**Run 1: gate-type map**

Scale: 8 px per um.
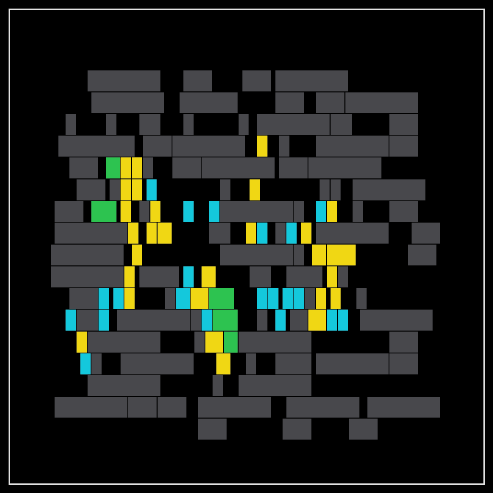
**Run 1: close-up of the layout**

Region (15, 26) to (45, 56) um. Cells in gray, sequential cells in the stronger gray; small squares are vias.
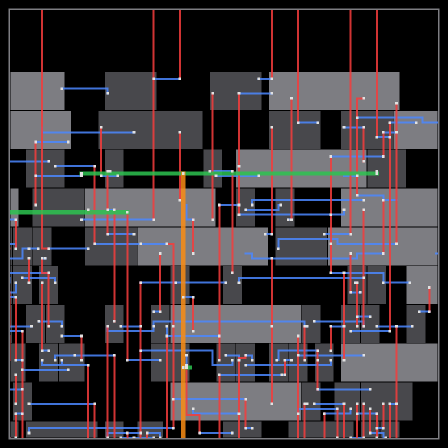
**Run 1: signal wires by layer**

Scale: 6 px per um. Only two layers are drawn.
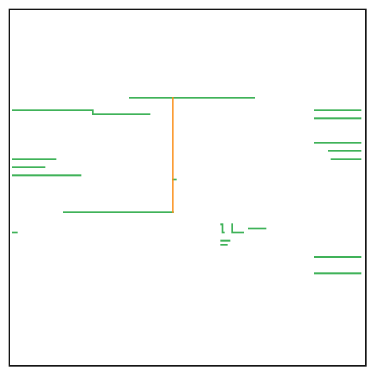
===== src/rtl/filter_sched.sv =====
// filter_sched: I/Q sample arbiter and MAC sequencer for a time-shared FIR filter.
//   Ports: clk, reset (async, active-high); i_valid/i_ready, q_valid/q_ready sample handshakes;
//   chan_sel, line_addr, rom_addr, sample_shift, mac_init, mac_en drive the delay lines and MAC;
//   out_req/out_chan/out_ack hand the result downstream; busy is high outside IDLE.
module filter_sched #(
  parameter int N_TAPS = 32,
  parameter int ADDR_W = 5
) (
  input  logic              clk,
  input  logic              reset,
  input  logic              i_valid,
  output logic              i_ready,
  input  logic              q_valid,
  output logic              q_ready,
  output logic              chan_sel,
  output logic [ADDR_W-1:0] line_addr,
  output logic [ADDR_W-1:0] rom_addr,
  output logic              sample_shift,
  output logic              mac_init,
  output logic              mac_en,
  output logic              out_req,
  output logic              out_chan,
  input  logic              out_ack,
  output logic              busy
);
  typedef enum logic [2:0] {IDLE, GRANT, SHIFT, MAC, WAIT_ACK} state_t;
  localparam logic [ADDR_W-1:0] LAST = ADDR_W'(N_TAPS - 1);
  state_t state, ns;
  logic [ADDR_W-1:0] cnt, nc;
  logic grant, ng, last_grant, nl, gv;
  assign gv = grant ? q_valid : i_valid;
  always_comb begin
    ns = state;
    nc = '0;
    ng = grant;
    nl = last_grant;
    case (state)
      IDLE: if (i_valid | q_valid) begin
        ns = GRANT;
        ng = (i_valid & q_valid) ? ~last_grant : q_valid;
      end
      GRANT: begin
        ns = gv ? SHIFT : IDLE;
        nl = gv ? grant : last_grant;
      end
      SHIFT: ns = MAC;
      MAC: begin
        ns = (cnt == LAST) ? WAIT_ACK : MAC;
        nc = (cnt == LAST) ? '0 : cnt + 1'b1;
      end
      WAIT_ACK: ns = out_ack ? IDLE : WAIT_ACK;
      default: ns = IDLE;
    endcase
  end
  // Outputs are registered from the next state/counter/grant, so each one is a pure
  // decode of the state registers one cycle later with no input-to-output path.
  always_ff @(posedge clk or posedge reset) begin
    if (reset) begin
      state        <= IDLE;
      cnt          <= '0;
      grant        <= 1'b0;
      last_grant   <= 1'b1;
      i_ready      <= 1'b0;
      q_ready      <= 1'b0;
      chan_sel     <= 1'b0;
      line_addr    <= '0;
      rom_addr     <= '0;
      sample_shift <= 1'b0;
      mac_init     <= 1'b0;
      mac_en       <= 1'b0;
      out_req      <= 1'b0;
      out_chan     <= 1'b0;
      busy         <= 1'b0;
    end else begin
      state        <= ns;
      cnt          <= nc;
      grant        <= ng;
      last_grant   <= nl;
      i_ready      <= (ns == GRANT) & ~ng;
      q_ready      <= (ns == GRANT) & ng;
      chan_sel     <= (ns inside {SHIFT, MAC, WAIT_ACK}) & ng;
      line_addr    <= (ns == MAC) ? LAST - nc : '0;
      rom_addr     <= (ns == MAC) ? nc : '0;
      sample_shift <= ns == SHIFT;
      mac_init     <= (ns == MAC) & (nc == '0);
      mac_en       <= ns == MAC;
      out_req      <= ns == WAIT_ACK;
      out_chan     <= (ns == WAIT_ACK) & ng;
      busy         <= ns != IDLE;
    end
  end
endmodule

===== config.mk =====
export PLATFORM = sky130hd
export DESIGN_NAME = filter_sched
export DESIGN_NICKNAME = d
export VERILOG_FILES = /design/src/rtl/filter_sched.sv
export SDC_FILE = /design/constraint.sdc
export NUM_CORES = 1
export LEC_CHECK = 0
export ABC_AREA = 1
export ABC_CLOCK_PERIOD_IN_PS = 2000
export CAP_MARGIN = 5
export CORE_MARGIN = 5
export CORE_UTILIZATION = 45
export DETAILED_ROUTE_END_ITERATION = 6
export GPL_TIMING_DRIVEN = 1
export PLACE_DENSITY = 0.72
export REMOVE_ABC_BUFFERS = 1
export SLEW_MARGIN = 20
export SYNTH_ARGS = -nofsm -noshare
export SYNTH_HDL_FRONTEND = slang
export SYNTH_SLANG_ARGS = --single-unit

===== constraint.sdc =====
create_clock -name clk -period 2 [get_ports clk]
set_input_delay 0.2 -clock clk [delete_from_list [all_inputs] [get_ports clk]]
set_output_delay 0.2 -clock clk [all_outputs]
set_load 0.05 [all_outputs]

==> results.json, run 1 <==
{
  "status": "finished clean",
  "powerDensity_nw_per_um2": 1740,
  "ys_sh_xor_pct": 0,
  "dp.cells": 162,
  "post_route_setup_tns_ns": 0,
  "synth.yosys.chip_area_um2": 1090,
  "place_hpwl_um": 1560,
  "number_of_buffers_added_for_setup_after_cts": 0,
  "path_clk_slew_ns": 0.09,
  "warning_count": 25,
  "grt_antenna_before_repair": 0,
  "power.ir.vdd_worst_uv": 1010,
  "worst-path-max-fanout": 7,
  "netlist_top_cells_area": "sky130_fd_sc_hd__dfrtp_1 (64%), sky130_fd_sc_hd__inv_1 (7.9%), sky130_fd_sc_hd__nand2_1 (6.9%), sky130_fd_sc_hd__nor2_1 (6.9%), sky130_fd_sc_hd__dfstp_2 (2.4%)",
  "ant_nets": 0,
  "cts-resized-gates": 0,
  "min-delay-path-class": "input pin to async pin",
  "worstSetupStartpointType": "flop",
  "grt.met3_usage_pct": 6.32,
  "cts_hold_buffers": 0,
  "synth-async-reset-ratio_pct": 100,
  "ys_ff": 29,
  "final_critical_path_setup_slack_ns": 0.245,
  "post_synth_most_frequent_cells": "sky130_fd_sc_hd__dfrtp_1 (28), sky130_fd_sc_hd__inv_1 (23), sky130_fd_sc_hd__nand2_1 (20), sky130_fd_sc_hd__nor2_1 (20), sky130_fd_sc_hd__nand3_1 (4)",
  "total_leakage_power_nw": 0.754,
  "worstPathRequired_ns": 2.20,
  "grt.met2_usage_pct": 25.0,
  "critical_path_class": "flop to flop",
  "placed_area_um2": 1370,
  "worst_slack_after_detailed_placement_ns": 0.297,
  "final_cell_utilization_of_the_core_pct": 63.4,
  "timing.critical_path.to_type": "flop",
  "drt_pass1_iterations": 5,
  "fp.dieArea_um2": 3500,
  "final-max-slew-violation-count": 0,
  "yosys.stat.seqShare_pct": 66.8,
  "port_buffers": 23,
  "avgViaCountPerCell": 4.79,
  "library_cell_occupying_the_most_area_in_the_post_synthesis_netlist": "sky130_fd_sc_hd__dfrtp_1"
}
About 'gate-type map':
[cyan] NOR gates | cells: 21 | most used: nor2_1
[green] inverting AOI/OAI gates | cells: 5
[yellow] NAND gates | cells: 28 | most used: nand2_1
Commonest Layout Cell: sky130_fd_sc_hd__dfrtp_1
logic share of the area: 19.0%
number of standard cells in the final layout excluding fillers: 169

About 'close-up of the layout':
[green] met3
[red] met2
[blue] met1
[orange] met4
cells with their middle in the window: 52
netlist names of flops here include: `line_addr` (4), `cnt` (2), `rom_addr` (2)
sequential cells in the window: 9
most frequent: inv_1 (11), nand2_1 (11), dfrtp_1 (9)

About 'signal wires by layer':
[green] met3 | wire length: 145 um
[orange] met4 | wire length: 19.0 um
routed via count: 810
total routing resource utilization after global routing: 13.9%
routed wire length: 2010 um
routed length per placed instance: 11.9 um

==> run 1: power breakdown <==
group	total, mW	internal (mW)	switching, mW
clock network	0.345	0.166	0.179
registers	0.908	0.805	0.102
logic	1.23	0.386	0.848
==> run 1: worst max-delay path, cell delays in order (launching register included) <==
cell and delay (ns):
sky130_fd_sc_hd__dfrtp_1 0.39, sky130_fd_sc_hd__ha_1 0.18, sky130_fd_sc_hd__nand2_1 0.07, sky130_fd_sc_hd__nor2_1 0.11
sky130_fd_sc_hd__ha_1 0.20, sky130_fd_sc_hd__inv_1 0.09, sky130_fd_sc_hd__o21ai_2 0.27, sky130_fd_sc_hd__nand2_1 0.15
sky130_fd_sc_hd__nor2_1 0.12, sky130_fd_sc_hd__nand2_1 0.05
==> run 1: layer usage <==
layer | share of wire (%) | vias up
met5 | 0 | -
met4 | 0.95 | 0
met3 | 7.2 | 3
met2 | 54 | 26
met1 | 38 | 385
li1 | - | 396
==> run 1: final timing paths <==
check,start,end
max,cnt[0],busy
min,reset,cnt[0]
max reg2reg,cnt[0],busy
min reg2reg,last_grant,last_grant
max in group asynchronous,reset,last_grant
min in group clk,last_grant,last_grant
==> run 1: state kept, by name, summed over array words and instances, names as in the netlist, 3 cells and up <==
| register | cells |
|---|---|
| cnt | 5 |
| line_addr | 5 |
| rom_addr | 5 |
| state | 3 |
==> run 1: layout make-up <==
class                           count  area, um2
Multi-Input combinational cell     57        272
Clock buffer                        7       55.1
Sequential cell                    29        727
Fill cell                         206        826
Tap cell                           28       35.0
Timing Repair Buffer               24        250
Inverter                           24       90.1
--- run 2 (diff from run 1) ---
--- a/config.mk
+++ b/config.mk
@@ -6,7 +6,7 @@
 export NUM_CORES = 1
 export LEC_CHECK = 0
 export ABC_AREA = 1
-export ABC_CLOCK_PERIOD_IN_PS = 2000
+export ABC_CLOCK_PERIOD_IN_PS = 2200
 export CAP_MARGIN = 5
 export CORE_MARGIN = 5
 export CORE_UTILIZATION = 45
@@ -14,7 +14,6 @@
 export GPL_TIMING_DRIVEN = 1
 export PLACE_DENSITY = 0.72
 export REMOVE_ABC_BUFFERS = 1
-export SLEW_MARGIN = 20
 export SYNTH_ARGS = -nofsm -noshare
 export SYNTH_HDL_FRONTEND = slang
 export SYNTH_SLANG_ARGS = --single-unit
==> constraint.sdc (replaced) <==
create_clock -name clk -period 2.2 [get_ports clk]
set_input_delay 0.22 -clock clk [delete_from_list [all_inputs] [get_ports clk]]
set_output_delay 0.22 -clock clk [all_outputs]
set_load 0.05 [all_outputs]
**Run 2: signal wires by layer**

Scale: 6 px per um. Only two layers are drawn.
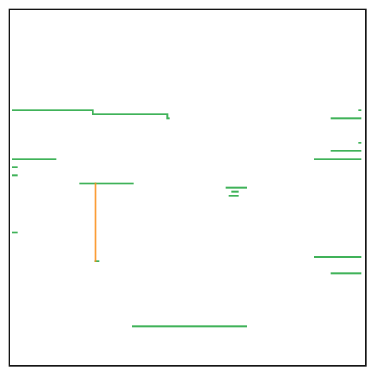
[orange] met4 | wire length: 12.9 um
[green] met3 | wire length: 100 um
routed via count: 776
total routing resource utilization after global routing: 13.5%

**Run 2: close-up of the layout**

Region (15, 26) to (45, 56) um. Cells in gray, sequential cells in the stronger gray; small squares are vias.
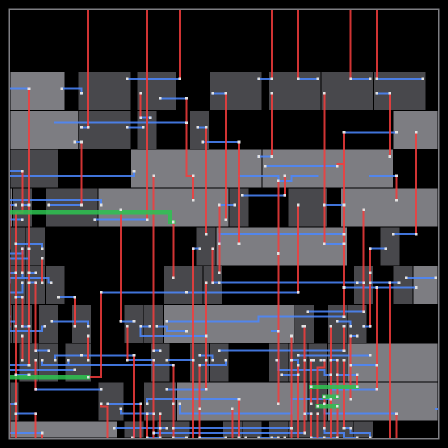
[red] met2
[green] met3
[blue] met1
cells with their middle in the window: 56
most frequent: nand2_1 (14), inv_1 (11), dfrtp_1 (10)
sequential cells in the window: 10
netlist names of flops here include: `line_addr` (3), `cnt` (2), `rom_addr` (2)

==> run 2 against run 1 <==
Non-clock buffer count stayed put. Sequential share of layout area fell by 0.089 points. Final cell count increased by 0.59%. Synthesized cell count unchanged. First-iteration DRC count fell by 41%. Via count is 4.2% lower. Die size did not move. Largest power group unchanged.
==> results.json, run 2 <==
{
  "finish.cell_count_without_fillers": 170,
  "worstSetupStartpointType": "flop",
  "layout.nets": 148,
  "ant_nets": 0,
  "layout_top_cell_excl_fill_tap": "sky130_fd_sc_hd__dfrtp_1",
  "dp.cells": 162,
  "worst-path-max-fanout": 7,
  "min-delay-path-class": "input pin to async pin",
  "routed_wl_um": 1950,
  "num-fill-cells": 210,
  "netlist_top_cells_area": "sky130_fd_sc_hd__dfrtp_1 (64%), sky130_fd_sc_hd__inv_1 (7.9%), sky130_fd_sc_hd__nand2_1 (6.9%), sky130_fd_sc_hd__nor2_1 (6.9%), sky130_fd_sc_hd__dfstp_2 (2.4%)",
  "cts-resized-gates": 0,
  "grt_antenna_before_repair": 0,
  "cts_hold_buffers": 0,
  "status": "finished clean",
  "path_delay_family": "simple AND/OR/NAND/NOR gates",
  "number_of_buffers_added_for_setup_after_cts": 0,
  "slowest_stage": "sky130_fd_sc_hd__dfrtp_1",
  "critical_path_class": "flop to flop",
  "library_cell_occupying_the_most_area_in_the_post_synthesis_netlist": "sky130_fd_sc_hd__dfrtp_1",
  "ys_ff": 29,
  "total_leakage_power_nw": 0.760,
  "yosys.stat.seqShare_pct": 66.8,
  "timing.critical_path.to_type": "flop",
  "path_clk_slew_ns": 0.09,
  "post_route_setup_tns_ns": 0,
  "port_buffers": 23,
  "avgViaCountPerCell": 4.56,
  "routed_wire_length_per_instance_um": 11.5,
  "synth-async-reset-ratio_pct": 100,
  "path_cells": "ha_1 > nand2_1 > nor2_1 > ha_1 > inv_1 > o21ai_2 > nand2_1 > nor2_1 > nand2_1",
  "critical-path-max-stage-delay_ns": 0.39,
  "critical_path.n_buffers_inverters": 1,
  "final-max-slew-violation-count": 0,
  "reg_top3": "cnt (5), line_addr (5), rom_addr (5)",
  "synth.yosys.chip_area_um2": 1090,
  "powerDensity_nw_per_um2": 1610,
  "post_route_cells_drive_above_1_share_pct": 11.3,
  "max_cap_violations": 0,
  "place_hpwl_um": 1460,
  "fmax_mhz": 567,
  "power.ir.vdd_worst_uv": 900
}
## run 2: cells by family (layout without fill, tap and decap cells)
logic type / count (synthesis) / count (layout) / share of synthesized area (%)
adder cells (fa/ha/maj): 2 / 2 / 2.30
AND/OR/NAND/NOR: 50 / 50 / 19.3
flip-flops: 29 / 29 / 66.8
buffers and inverters: 24 / 56 / 8.28
AND-OR/OR-AND: 5 / 5 / 3.33
## run 2: stage by stage
step	instance area, um2	total power [mW]	worst slack, ns	utilization [%]	hold slack, ns
5_1_grt	1430	2.48	0.224	63.5	0.270
3_5_place_dp	1360	1.96	0.496	60.4	0.507
2_1_floorplan	1090	1.61	0.627	-	0.297
3_3_place_gp	1360	1.94	0.534	60.4	0.489
4_1_cts	1430	2.34	0.455	63.5	0.251
6_report	1430	2.30	0.436	63.5	0.250
## run 2: routing by layer
metal	vias up	track usage [%]	part of all wire, %
li1	386	-	-
met1	365	13.4	41
met2	23	22.6	53
met3	2	7.41	5.1
met4	0	6.80	0.61
met5	-	0	0
## run 2: power breakdown
group	switching, mW	leakage [nW]	internal, mW
Clock	0.180	0.0413	0.185
Combinational	0.769	0.367	0.347
Sequential	0.0919	0.351	0.732
Total	1.04	0.760	1.26
## run 2: path summary, 6_finish.rpt
path | from | to | cells after the start
max | cnt[0] | busy | 9
min | reset | cnt[0] | 3
max reg2reg | cnt[0] | busy | 9
min reg2reg | last_grant | last_grant | 2
max in group asynchronous | reset | last_grant | 3
min in group clk | last_grant | last_grant | 2
## run 2: final cells by class
class / count / area (um2) / share of cell area [%]
clock buffer: 7 / 65.1 / 4.55
clock inverter: 1 / 5.00 / 0.350
inverter: 24 / 90.1 / 6.29
multi-input combinational: 57 / 272 / 19.0
sequential: 29 / 727 / 50.8
tap: 28 / 35.0 / 2.45
timing repair buffer: 24 / 238 / 16.6
Power and IR drop assume default switching activity.
